===== src/rtl/som_sweep_pkg.sv =====
// Shared definitions for the SOM decoder sweep sequencer: FSM state codes,
// index/table widths and the golden truth tables of F = A(CD + B) + BC'.
package som_sweep_pkg;

    localparam int IDX_W   = 5;
    localparam int TT_W    = 16;
    localparam int DWELL_W = 8;

    typedef logic [1:0] state_t;
    localparam state_t ST_IDLE = 2'd0;
    localparam state_t ST_RUN  = 2'd1;
    localparam state_t ST_DONE = 2'd2;

    localparam logic [TT_W-1:0] SOM_F_DIS = 16'h0000;
    localparam logic [TT_W-1:0] SOM_F_EN  = 16'hF830;

    localparam logic [IDX_W-1:0] IDX_ONE  = 5'd1;
    localparam logic [IDX_W-1:0] IDX_LAST = 5'd31;
    localparam logic [IDX_W-1:0] NO_ERR   = 5'h1F;

    // Golden F for sweep index i: bit i[3:0] of the table selected by E = i[4].
    function automatic logic golden_bit(input logic [TT_W-1:0] dis,
                                        input logic [TT_W-1:0] en,
                                        input logic [IDX_W-1:0] i);
        return i[4] ? en[i[3:0]] : dis[i[3:0]];
    endfunction

endpackage


===== src/rtl/som_dwell_timer.sv =====
// Dwell counter for the sweep: counts 0..STEP_CYCLES-1 while run is high and
// flags the last cycle of each dwell with tick. clr forces the count to zero.
module som_dwell_timer
    import som_sweep_pkg::*;
#(
    parameter int unsigned STEP_CYCLES = 1
) (
    input  logic clk,
    input  logic rst,
    input  logic clr,
    input  logic run,
    output logic tick
);

    localparam logic [DWELL_W-1:0] LAST = DWELL_W'(STEP_CYCLES - 1);

    logic [DWELL_W-1:0] dwell;

    assign tick = run && (dwell == LAST);

    // Count up through the dwell, wrapping to zero on the sample cycle.
    always_ff @(posedge clk or posedge rst) begin
        if (rst) begin
            dwell <= '0;
        end else if (clr) begin
            dwell <= '0;
        end else if (run) begin
            dwell <= tick ? '0 : dwell + 8'd1;
        end
    end

endmodule


===== src/rtl/som_sweep_seq.sv =====
// Sweep sequencer for the SOM 2x4 decoder: walks {E,A,B,C,D} through all 32
// values, samples F on the last cycle of each dwell into two truth tables and
// flags whether both match the golden tables.
// Optional build macro SOM_SWEEP_ERRCNT_EN adds err_cnt / first_err outputs.
module som_sweep_seq
    import som_sweep_pkg::*;
#(
    parameter int unsigned     STEP_CYCLES = 1,
    parameter logic [TT_W-1:0] EXPECT_DIS  = SOM_F_DIS,
    parameter logic [TT_W-1:0] EXPECT_EN   = SOM_F_EN
) (
    input  logic            clk,
    input  logic            rst,
    input  logic            start,
    output logic [3:0]      abcd_out,
    output logic            en_out,
    input  logic            f_in,
    output logic            busy,
    output logic            done,
    output logic [TT_W-1:0] tt_dis,
    output logic [TT_W-1:0] tt_en,
    output logic            pass
`ifdef SOM_SWEEP_ERRCNT_EN
    ,
    output logic [5:0]      err_cnt,
    output logic [4:0]      first_err
`endif
);

    state_t           state;
    logic [IDX_W-1:0] idx;
    logic [IDX_W-1:0] idx_nxt;
    logic             running;
    logic             tick;
    logic [TT_W-1:0]  tt_dis_nxt;
    logic [TT_W-1:0]  tt_en_nxt;

    assign running = (state == ST_RUN);
    assign idx_nxt = idx + IDX_ONE;

    som_dwell_timer #(
        .STEP_CYCLES(STEP_CYCLES)
    ) u_dwell (
        .clk (clk),
        .rst (rst),
        .clr (!running),
        .run (running),
        .tick(tick)
    );

    // Tables as they will look once f_in is captured at the current index;
    // the final verdict must include the very last sample.
    always_comb begin
        tt_dis_nxt = tt_dis;
        tt_en_nxt  = tt_en;
        if (idx[4]) begin
            tt_en_nxt[idx[3:0]] = f_in;
        end else begin
            tt_dis_nxt[idx[3:0]] = f_in;
        end
    end

    // Sweep FSM: IDLE waits for start, RUN steps the index on each dwell tick,
    // DONE lasts one cycle to pulse done and publish the verdict.
    always_ff @(posedge clk or posedge rst) begin
        if (rst) begin
            state    <= ST_IDLE;
            idx      <= '0;
            abcd_out <= '0;
            en_out   <= 1'b0;
            busy     <= 1'b0;
            done     <= 1'b0;
            pass     <= 1'b0;
            tt_dis   <= '0;
            tt_en    <= '0;
        end else begin
            case (state)
                ST_IDLE: begin
                    if (start) begin
                        state    <= ST_RUN;
                        idx      <= '0;
                        abcd_out <= '0;
                        en_out   <= 1'b0;
                        busy     <= 1'b1;
                        pass     <= 1'b0;
                        tt_dis   <= '0;
                        tt_en    <= '0;
                    end
                end
                ST_RUN: begin
                    if (tick) begin
                        tt_dis <= tt_dis_nxt;
                        tt_en  <= tt_en_nxt;
                        idx    <= idx_nxt;
                        if (idx == IDX_LAST) begin
                            state    <= ST_DONE;
                            busy     <= 1'b0;
                            done     <= 1'b1;
                            pass     <= (tt_dis_nxt == EXPECT_DIS) && (tt_en_nxt == EXPECT_EN);
                            abcd_out <= '0;
                            en_out   <= 1'b0;
                        end else begin
                            abcd_out <= idx_nxt[3:0];
                            en_out   <= idx_nxt[4];
                        end
                    end
                end
                ST_DONE: begin
                    done  <= 1'b0;
                    state <= ST_IDLE;
                end
                default: begin
                    state <= ST_IDLE;
                end
            endcase
        end
    end

`ifdef SOM_SWEEP_ERRCNT_EN
    logic exp_bit;

    assign exp_bit = golden_bit(EXPECT_DIS, EXPECT_EN, idx);

    // Count mismatching captures as they happen and remember the first index.
    always_ff @(posedge clk or posedge rst) begin
        if (rst) begin
            err_cnt   <= '0;
            first_err <= NO_ERR;
        end else if ((state == ST_IDLE) && start) begin
            err_cnt   <= '0;
            first_err <= NO_ERR;
        end else if (running && tick && (f_in != exp_bit)) begin
            err_cnt <= err_cnt + 6'd1;
            if (first_err == NO_ERR) begin
                first_err <= idx;
            end
        end
    end
`endif

endmodule


===== config.mk =====
export PLATFORM = sky130hd
export DESIGN_NAME = som_sweep_seq
export DESIGN_NICKNAME = d
export VERILOG_FILES = /design/src/rtl/som_sweep_pkg.sv /design/src/rtl/som_dwell_timer.sv /design/src/rtl/som_sweep_seq.sv
export SDC_FILE = /design/constraint.sdc
export NUM_CORES = 1
export LEC_CHECK = 0
export CORE_UTILIZATION = 59
export CTS_CLUSTER_SIZE = 30
export DETAILED_ROUTE_END_ITERATION = 8
export MAX_ROUTING_LAYER = met4
export PLACE_DENSITY = 0.85
export RECOVER_POWER = 100
export SYNTH_ARGS = -nofsm -noshare
export SYNTH_HDL_FRONTEND = slang
export SYNTH_SLANG_ARGS = --single-unit

===== constraint.sdc =====
create_clock -name clk -period 4.4 [get_ports clk]
set_input_delay 0.66 -clock clk [delete_from_list [all_inputs] [get_ports clk]]
set_output_delay 0.66 -clock clk [all_outputs]
set_load 0.005 [all_outputs]

Figure 1. Floorplan with the power grid.
Pins as bars on the die edge.
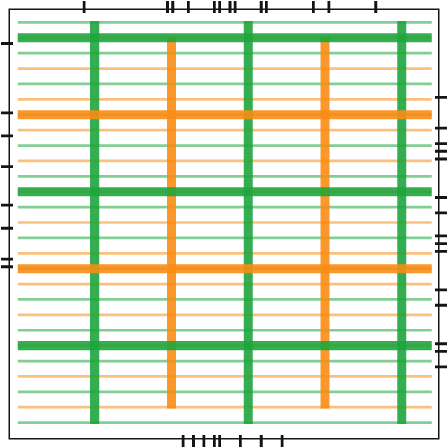
[VDD] orange
[VSS] green
met4 straps: 5
signal pins: 44
die height: 75.63 microns
die width: 75.63 microns

Figure 2. Selected gate families.
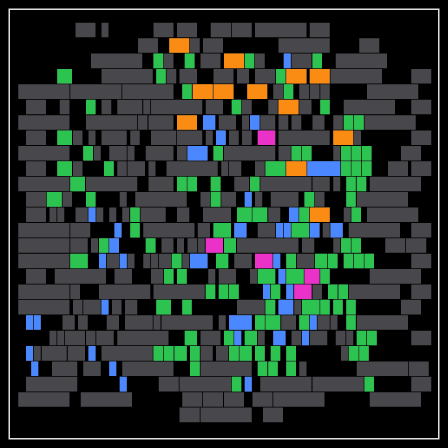
[mux cells] orange | cells: 12
[aoi and oai cells] green | cells: 106
[nor cells] blue | cells: 38
[non-inverting ao/oa cells] magenta | cells: 5 | where: center
Comb area share: 0.4459
Cell Count, Final, Fillers Out: 463
Commonest Layout Cell: o21ai_0

==> impl_metrics.env <==
# implementation run metrics
export IMPL_grt_use_total=0.2904
export IMPL_critPathLaunchType="register"
export IMPL_hp_class="register to register"
export IMPL_syn_inst=367
export IMPL_core_sq_um=5172
export IMPL_clock_path_buffers=2
export IMPL_dr_max_layer_used="met4"
export IMPL_status="finished with violations"
export IMPL_core_util_floorplan=0.6183
export IMPL_synth_compound_gate_area_share=0.1976
export IMPL_rows=26
export IMPL_fin_ws_ns=1.375
export IMPL_cts_htree_levels=2
export IMPL_yosys_register_bits=54
export IMPL_diodes=0
export IMPL_mux_share=0.03756
export IMPL_hold_viol=0
export IMPL_irDropWorstVdd_mv=0.4095
export IMPL_yosys_cells=367
export IMPL_fp_nets=379
export IMPL_crit_start="u_dwell.dwell[0]$_DFF_PP0_"
export IMPL_fin_worst_skew_ns=0.006126
export IMPL_post_route_period_util=0.6874
export IMPL_final_nets=404
export IMPL_ioPinCount=44
export IMPL_comb_power_share=0.492
export IMPL_cp_required_ns=4.53
export IMPL_crit_end="tt_en[5]$_DFFE_PP0P_"
export IMPL_drcViolationCount=0
export IMPL_yosys_area_sq_um=3198
export IMPL_netlist_area_sq_um=3198
export IMPL_cap_violations=1
export IMPL_synthArstFlopShare=1.000
export IMPL_port_buffers=43
export IMPL_timing_fmax_mhz=330.6
export IMPL_syn_avg_cell_area_sq_um=8.714
export IMPL_antenna_found_initial=0
export IMPL_seq_power_share=0.369
export IMPL_grt_first_pass_wirelength_mm=12.17
export IMPL_dr_first_iter_drc_count=384
export IMPL_worst_path_buf_inv=2
export IMPL_arrival_ns=3.15
export IMPL_p_int_uw=1329
export IMPL_setup_tns_ns=0
export IMPL_slew_violations=55
export IMPL_grt_ovfl_total=0
export IMPL_topCellsByArea="dfrtp_1, o21ai_0, nand3_1"
export IMPL_xor_share=0.02465
export IMPL_grt_pass1_vias=2647
export IMPL_switching_share=0.4333
export IMPL_vias=2966
export IMPL_wl_mm=7.577
export IMPL_cts_buffers=5
export IMPL_top_area_cell="dfrtp_1"
export IMPL_viasPerCell=6.406
export IMPL_ys_warn_count=0
export IMPL_synth_cell_types=55
export IMPL_clkSinkCount=54
export IMPL_power_switching_uw=1016
export IMPL_cp_cell_sequence="inv_1 > ha_1 > or4b_1 > nor2_1 > nand2_1 > clkbuf_1 > o21ai_0"
export IMPL_rrSetupSlack_ns=1.38
export IMPL_edf_count=0
export IMPL_slowest_delay_ns=0.98
export IMPL_place_ws_ns=1.280
export IMPL_cp_slowest_cell="clkbuf_1"
export IMPL_met3_usage=0.05423
export IMPL_use_met2=0.4454
export IMPL_p_leak_uw=0.001638
export IMPL_fin_crit_ns=3.025
export IMPL_failed_checks="max-capacitance violations, max-slew violations"
export IMPL_place_gp_congestion=0.8624
export IMPL_path_depth=7
export IMPL_powerDensity_nw_per_um2=637.7
export IMPL_dieArea_sq_um=5719
export IMPL_holdCritStartpoint="busy$_DFFE_PP0P_"
export IMPL_synth_top_area_share=0.4225
export IMPL_cts_root_buf="clkbuf_8"
export IMPL_top_cell="o21ai_0"
export IMPL_wire_per_inst_microns=16.37
export IMPL_worstHoldPathCells=2
export IMPL_slew_limit_headroom=-0.3212
export IMPL_cts_setup_buffers=0
export IMPL_reg2reg_depth=7
export IMPL_cts_resized=0
export IMPL_holdBufCountCts=0
export IMPL_dominantRegCellSynth="dfrtp_1"
export IMPL_holdPathEnd="busy$_DFFE_PP0P_"
export IMPL_grt_max_degree=55
export IMPL_hold_ws_ns=0.4862
export IMPL_busiest_layer="met2"
export IMPL_rsz0062_at_grt="no"
export IMPL_worst_setup_path_type="register to register"
export IMPL_r2r_end="tt_en[5]$_DFFE_PP0P_"
export IMPL_setup_viol=0
export IMPL_dr_wl_met2_mm=3.653
export IMPL_synth_seq_share=0.4225
export IMPL_warnings=31
export IMPL_dr_wl_met3_microns=539
export IMPL_area_growth_pct=15.02
export IMPL_path_clk_slew_ns=0.09
export IMPL_critPathTopFamily="buffers and inverters"
export IMPL_worstMarginPinSlew_ns=1.980
export IMPL_insertion_delay_ns=0.31
export IMPL_common_cells="o21ai_0, dfrtp_1, nand3_1, nand2_1, nor2_1"
export IMPL_place_hpwl_mm=5.134
export IMPL_crit_fanout=35
Figure 3. Sequential cells colored by netlist name.
Other sequential cells in the stronger gray, the rest of the logic in the fainter gray.
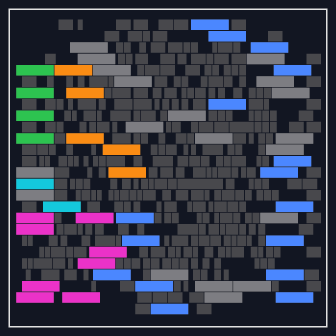
[abcd_out] green | sequential cells: 4
[state] cyan | sequential cells: 2
[u_dwell.dwell] magenta | sequential cells: 8 | where: south-west
[tt_en] blue | sequential cells: 16
[idx] orange | sequential cells: 5 | where: west
not colored: 19
flop share of the area: 0.3673
Storage cell area: 1351 sq um
P_seq: 866 uW

Figure 4. Zoomed window.
Region (0, 26) to (50, 76) microns. Cells in gray, sequential cells in the stronger gray; small squares are vias.
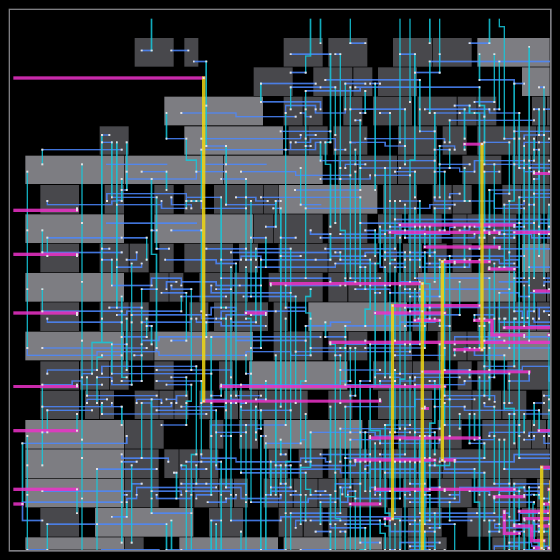
[M1] blue
[M4] yellow
[M3] magenta
[M2] cyan
sequential cells in the window: 21
cells with their middle in the window: 186
netlist names of flops here include: tt_dis (6), idx (5), abcd_out (4)
most frequent: dfrtp_1 (21), o21ai_0 (20), nand3_1 (20)

[power by group through the flow]
stage / Sequential [uW] / Clock, uW / Combinational (uW)
after detailed placement: 869 / 0 / 1200
final: 866 / 325 / 1160
after global placement: 862 / 0 / 1170
after global routing: 889 / 355 / 1290
after CTS: 861 / 332 / 1210
after floorplan: 795 / 0 / 833
[through the flow]
step / total power, uW / cells / util / instance area [sq um]
5_1_grt: 2530 / 463 / 0.7112 / 3679
3_5_place_dp: 2065 / 455 / 0.6938 / 3588
6_report: 2346 / 463 / 0.7112 / 3679
2_1_floorplan: 1627 / 367 / - / 3198
4_1_cts: 2403 / 463 / 0.7148 / 3697
3_3_place_gp: 2036 / 455 / 0.6938 / 3588
[cells in the final DEF, fill, tap and decap left out, types with 3 or more instances in the layout]
| cell | instances |
|---|---|
| nand2b_1 | 6 |
| ha_1 | 8 |
| nor2_1 | 24 |
| inv_1 | 12 |
| nand3_1 | 34 |
| mux2i_1 | 12 |
| o21ai_0 | 60 |
| xor2_1 | 6 |
| nand4b_1 | 4 |
| a2bb2oi_1 | 3 |
| a31oi_1 | 5 |
| nor2b_1 | 4 |
| nor3_1 | 5 |
| clkbuf_8 | 5 |
| and3_1 | 3 |
| dlygate4sd3_1 | 41 |
| a21oi_1 | 21 |
| nand4_1 | 6 |
| xnor2_1 | 3 |
| nand2_1 | 28 |
| o31ai_1 | 5 |
| dfrtp_1 | 54 |
| and2_1 | 3 |
[flip-flops by register name (all words and copies together) (netlist names), 2 cells and up]
name / count
tt_dis: 16
tt_en: 16
u_dwell.dwell: 8
idx: 5
abcd_out: 4
state: 2
[layout make-up]
cell class	count	area [sq um]
clock buffer	5	68.82
inverter	12	45.04
multi-input combinational	273	1640
clock inverter	3	40.04
tap	70	87.58
sequential	54	1351
fill	398	1494
timing repair buffer	46	445.4
Power figures rest on the tool's default switching activity, not on a simulated workload.
